==> config.mk <==
export PLATFORM = sky130hd
export DESIGN_NAME = yrv_aux_uart_rx
export DESIGN_NICKNAME = d
export VERILOG_FILES = /design/src/rtl/yrv_uart_pkg.sv /design/src/rtl/yrv_sync_fifo.sv /design/src/rtl/yrv_aux_uart_rx.sv
export SDC_FILE = /design/constraint.sdc
export NUM_CORES = 1
export LEC_CHECK = 0
export ABC_AREA = 1
export CAP_MARGIN = 20
export CORE_UTILIZATION = 54
export CTS_CLUSTER_SIZE = 12
export DETAILED_ROUTE_END_ITERATION = 7
export HOLD_SLACK_MARGIN = 0.03
export MAX_ROUTING_LAYER = met4
export PLACE_DENSITY_LB_ADDON = 0.25
export SETUP_SLACK_MARGIN = 0.5
export SLEW_MARGIN = 20
export SYNTH_ARGS = -nofsm -noshare
export SYNTH_HDL_FRONTEND = slang
export SYNTH_HIERARCHICAL = 1
export SYNTH_SLANG_ARGS = --single-unit
==> constraint.sdc <==
create_clock -name clk -period 2.45 [get_ports clk]
set_input_delay 0.735 -clock clk [delete_from_list [all_inputs] [get_ports clk]]
set_output_delay 0.735 -clock clk [all_outputs]
set_load 0.05 [all_outputs]
==> run_1/met1.png <==
Scale: 4 px per micron. Supply wires on this layer in gray.
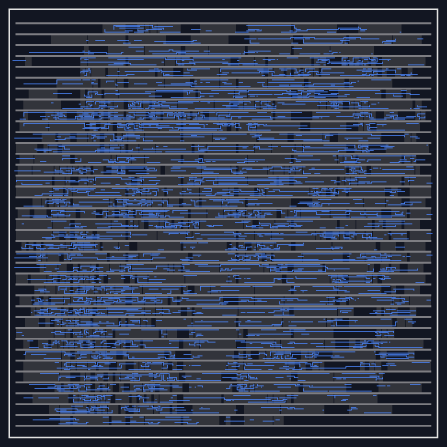
wire length on this layer	6560 microns
longest straight run	37.7 microns
main direction	horizontal
share of all routed wire	37%
DR vias: 5145
final WL: 17760 microns

==> run_1/met2.png <==
Scale: 4 px per micron.
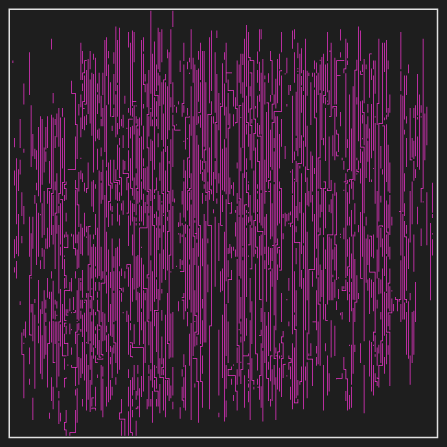
nets with wire on the layer	679
main direction	vertical
longest straight run	47.3 microns
wire length on this layer	9440 microns
met2 usage: 51.80%

==> run_1/met3.png <==
Scale: 6 px per micron.
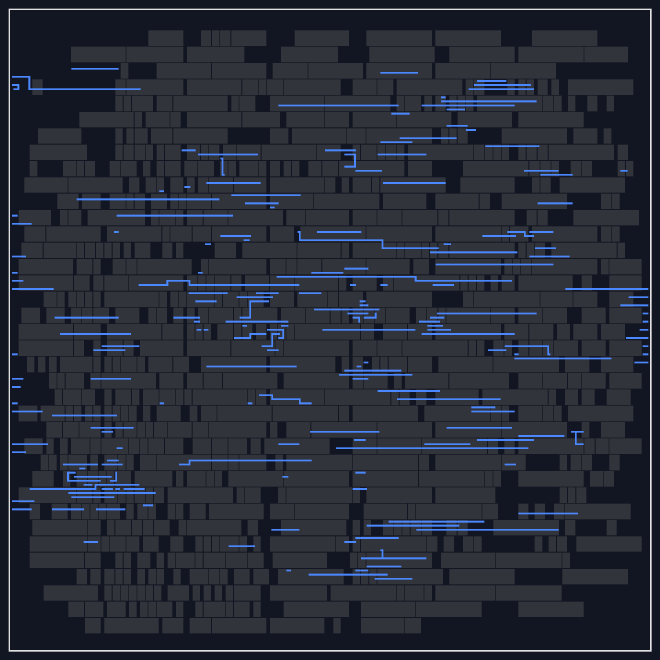
nets with wire on the layer	124
main direction	horizontal
GR Util met3: 6.809%

==> impl_metrics.csv, run 1 <==
group,metric,value,unit
setup_path,start_kind,"register",
final_timing,hold_ws,203.7,ps
cts,htreeDepth,4,
cts,clock_sinks,127,
place,place_area,6804,sq um
yosys,yosys_warnings,6,
setup_path,rrSetupSlack,110,ps
floorplan,pin_count,36,
place,dp_hpwl,9232,microns
place,place_ws,-442.5,ps
place,placed_cells,793,
cts,hold_buffers,0,
routing,via_per_inst,5.729,
power,power.leakage,3.673,nW
global_route,grt_pass1_vias,4994,
final_timing,setup_viol,12,
floorplan,die_y,106.7,microns
finish,seq_area_share,42.08,%
final_timing,fin_worst_skew,14.91,ps
setup_path,slowest_delay,530,ps
status,status,"finished, violations left",
cts,clk_latency,530,ps
finish,regArea,3593,sq um
yosys,syn_inst,619,
finish,signal_buffers,123,
finish,n_clock_buffer,18,
cts,clkTransAtPathRegs,70,ps
finish,final_cell_mix,"nor2_1, nand2_1, edfxtp_1",
flow_run,log.warning_count,29,
final_timing,tns,-4296,ps
flow_run,max_cap_viol_count,0,
floorplan,tap_cells,136,
routing,drc,0,
global_route,grt_max_degree,35,
final_timing,rsz0062_at_grt,"true",
finish,mostFrequentLayoutCell,"nor2_1",
floorplan,row_count,37,
finish,final_layout_size_suffix_gt1_share,33.60,%
cts,cts_tree,"built",
setup_path,required,1710,ps
cts,clockRootBuffer,"clkbuf_8",
setup_path,cp_max_fo,8,
floorplan,chipWidth,106.7,microns
yosys,syn_area_per_cell,9.561,sq um
place,port_buffers,35,
finish,diodes,0,
cts,cts_resized,89,
finish,largest_class,"registers",
setup_path,crit_type,"register to primary output",
finish,fin_util,81.62,%
finish,final_cell_area,8539,sq um
finish,final-nonclk-buf-share,16.12,%
global_route,grt_use_total,30.52,%
yosys,netlist_area,5918,sq um
final_timing,fin_ws,-416.5,ps
cts,cts_buffers,17,
finish,sh_comb_area,29.92,%
power,total_power,9.040,mW
status,failed_checks,"setup timing",
final_timing,hold_viol,0,
floorplan,initial_utilization,56.57,%
power,ir_drop,1.324,mV
routing,drt_iter0_drc,425,
finish,syn2layout_area_growth,44.29,%
global_route,gr-total-overflow,0,
global_route,grt_pass1_wl,25160,microns
routing,ant_nets,0,
floorplan,coreArea,10460,sq um
finish,stdcell_count,898,
cts,cts_setup_buffers,39,
setup_path,crit_path_end_kind,"primary output",
finish,comb_cells,427,
finish,finalNetCount,778,
setup_path,crit_chain,"clkinv_8, buf_12, o21ai_0, nand3_1, nand2_4, nor2_4, buf_8",
power,power_density,1059,nW/um^2
place,globalplace.congestion,0.9419,
finish,seq_cells,127,
final_timing,max_freq,348.9,MHz
global_route,antenna_found_initial,0,
routing,drtPass1Iterations,5,
cts,clk_path_buf_depth,2,
run 1: worst max-delay path: cells and delay by family, from the launching register on:
kind	cells	cell delay, ps
buffers and inverters	3	420
AOI/OAI and AO/OA	1	310
DFF	1	530
and+or+nand+nor	3	360
run 1: power breakdown:
group	total [mW]	switching, mW	internal [mW]
combinational	3.97	2.39	1.57
sequential	2.51	0.146	2.36
clock	2.57	0.936	1.63
total	9.04	3.48	5.56
run 1: layer usage:
metal / up-vias / GRT usage (%) / wire [microns]
met2: 298 / 51.80 / 9437
met5: - / - / 0
li1: 2326 / - / -
met1: 2457 / 35.03 / 6559
met3: 64 / 6.809 / 1162
met4: 0 / 12.82 / 604
==> run_1/final_congestion.png <==
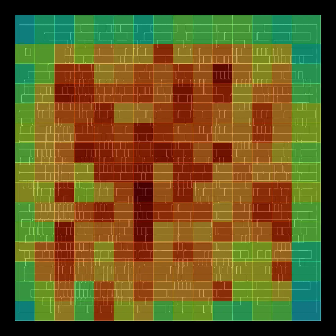

--- run 2 (diff from run 1) ---
Settings changed: CORE_UTILIZATION 54 to 50.
==> run_2/final_congestion.png <==
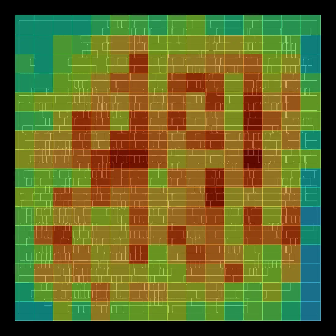
WL/cell: 17.06 microns
met2 usage: 44.06%
met1 usage: 27.61%
GR peak layer: met2

==> impl_metrics.csv, run 2 <==
group,metric,value,unit
place,globalplace.congestion,0.8520,
finish,diodes,0,
power,total_power,8.716,mW
floorplan,die_y,110.8,microns
power,powerClk,2.64,mW
status,failed_checks,"setup timing",
power,power.group.top,"combinational cells",
cts,clk_path_buf_depth,2,
setup_path,rrSetupSlack,190,ps
final_timing,setup_viol,12,
global_route,grt_max_degree,41,
floorplan,chipWidth,110.8,microns
yosys,syn_inst,619,
power,ir_drop,1.625,mV
final_timing,tns,-2827,ps
place,place_area,6825,sq um
setup_path,slowest_delay,400,ps
finish,mostFrequentLayoutCell,"nor2_1",
routing,drc,0,
setup_path,cp_top_family,"buffers and inverters",
setup_path,cp.buffers_inverters,3,
cts,clockRootBuffer,"clkbuf_16",
setup_path,cp_max_fo,10,
power,internal_power,5.433,mW
cts,cts_tree,"built",
routing,highest_layer,"met4",
global_route,grt_use_total,24.82,%
flow_run,log.warning_count,29,
power,pg_seq,2.48,mW
finish,fin_util,72.15,%
routing,m1WireLength,5814,microns
routing,via_per_inst,5.369,
cts,clkTransAtPathRegs,60,ps
final_timing,max_freq,366.3,MHz
cts,htreeDepth,4,
place,port_buffers,35,
floorplan,pin_count,36,
final_timing,worst_pin_slew,581.9,ps
yosys,netlist_area,5918,sq um
routing,ant_nets,0,
power,sequentialPowerShare,28.5,%
finish,syn2layout_area_growth,39.81,%
finish,stdcell_count,880,
flow_run,max_cap_viol_count,0,
global_route,antenna_found_initial,0,
finish,final_cell_mix,"nor2_1, nand2_1, edfxtp_1",
routing,drtPass1Iterations,5,
yosys,syn_area_per_cell,9.561,sq um
place,dp_hpwl,8992,microns
floorplan,row_count,39,
yosys,yosys_warnings,6,
final_timing,fin_worst_skew,13.43,ps
final_timing,hold_viol,0,
power,p_sw,3.283,mW
final_timing,hold_ws,275.6,ps
finish,finalNetCount,753,
status,status,"finished, violations left",
power,clkPwrFrac,30.3,%
power,pwr-share-comb,41.2,%
finish,final_cell_area,8274,sq um
final_timing,fin_ws,-280.0,ps
power,comb-power,3.59,mW
setup_path,cp_num_cells,7,
power,power.leakage,3.530,nW
global_route,gr-total-overflow,0,
finish,final_layout_size_suffix_gt1_share,31.61,%
cts,hold_buffers,0,
setup_path,start_kind,"register",
power,switching_share,37.67,%
global_route,grt_pass1_wl,22880,microns
cts,cts_buffers,17,
setup_path,required,1710,ps
setup_path,crit_type,"register to primary output",
place,place_ws,-500.9,ps
setup_path,crit_path_end_kind,"primary output",
routing,drt_iter0_drc,374,
power,power_density,1053,nW/um^2
==> run_2/met4.png <==
Scale: 3 px per micron. Supply wires on this layer in gray.
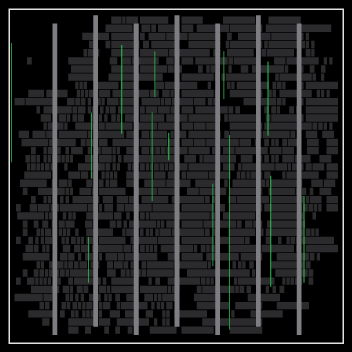
main direction	vertical
longest straight run	64.6 microns
DR vias: 4725
final WL: 15010 microns

-- run 2: repair_timing --
item,CTS,global route
resized,83,72
pin swaps,34,32
setup endpoints to repair,140,119
buffers inserted,24,17
gates cloned,5,2
-- run 2: layout make-up --
| class | count | area (sq um) | area share (%) |
|---|---|---|---|
| clock buffer | 17 | 425.4 | 5.141 |
| tap | 143 | 178.9 | 2.162 |
| clock inverter | 15 | 192.7 | 2.329 |
| timing repair buffer | 99 | 1159 | 14.00 |
| timing repair inverter | 1 | 11.26 | 0.1361 |
| multi-input combinational | 426 | 2486 | 30.05 |
| inverter | 52 | 227.7 | 2.752 |
| sequential | 127 | 3593 | 43.43 |
Power figures rest on the tool's default switching activity, not on a simulated workload.
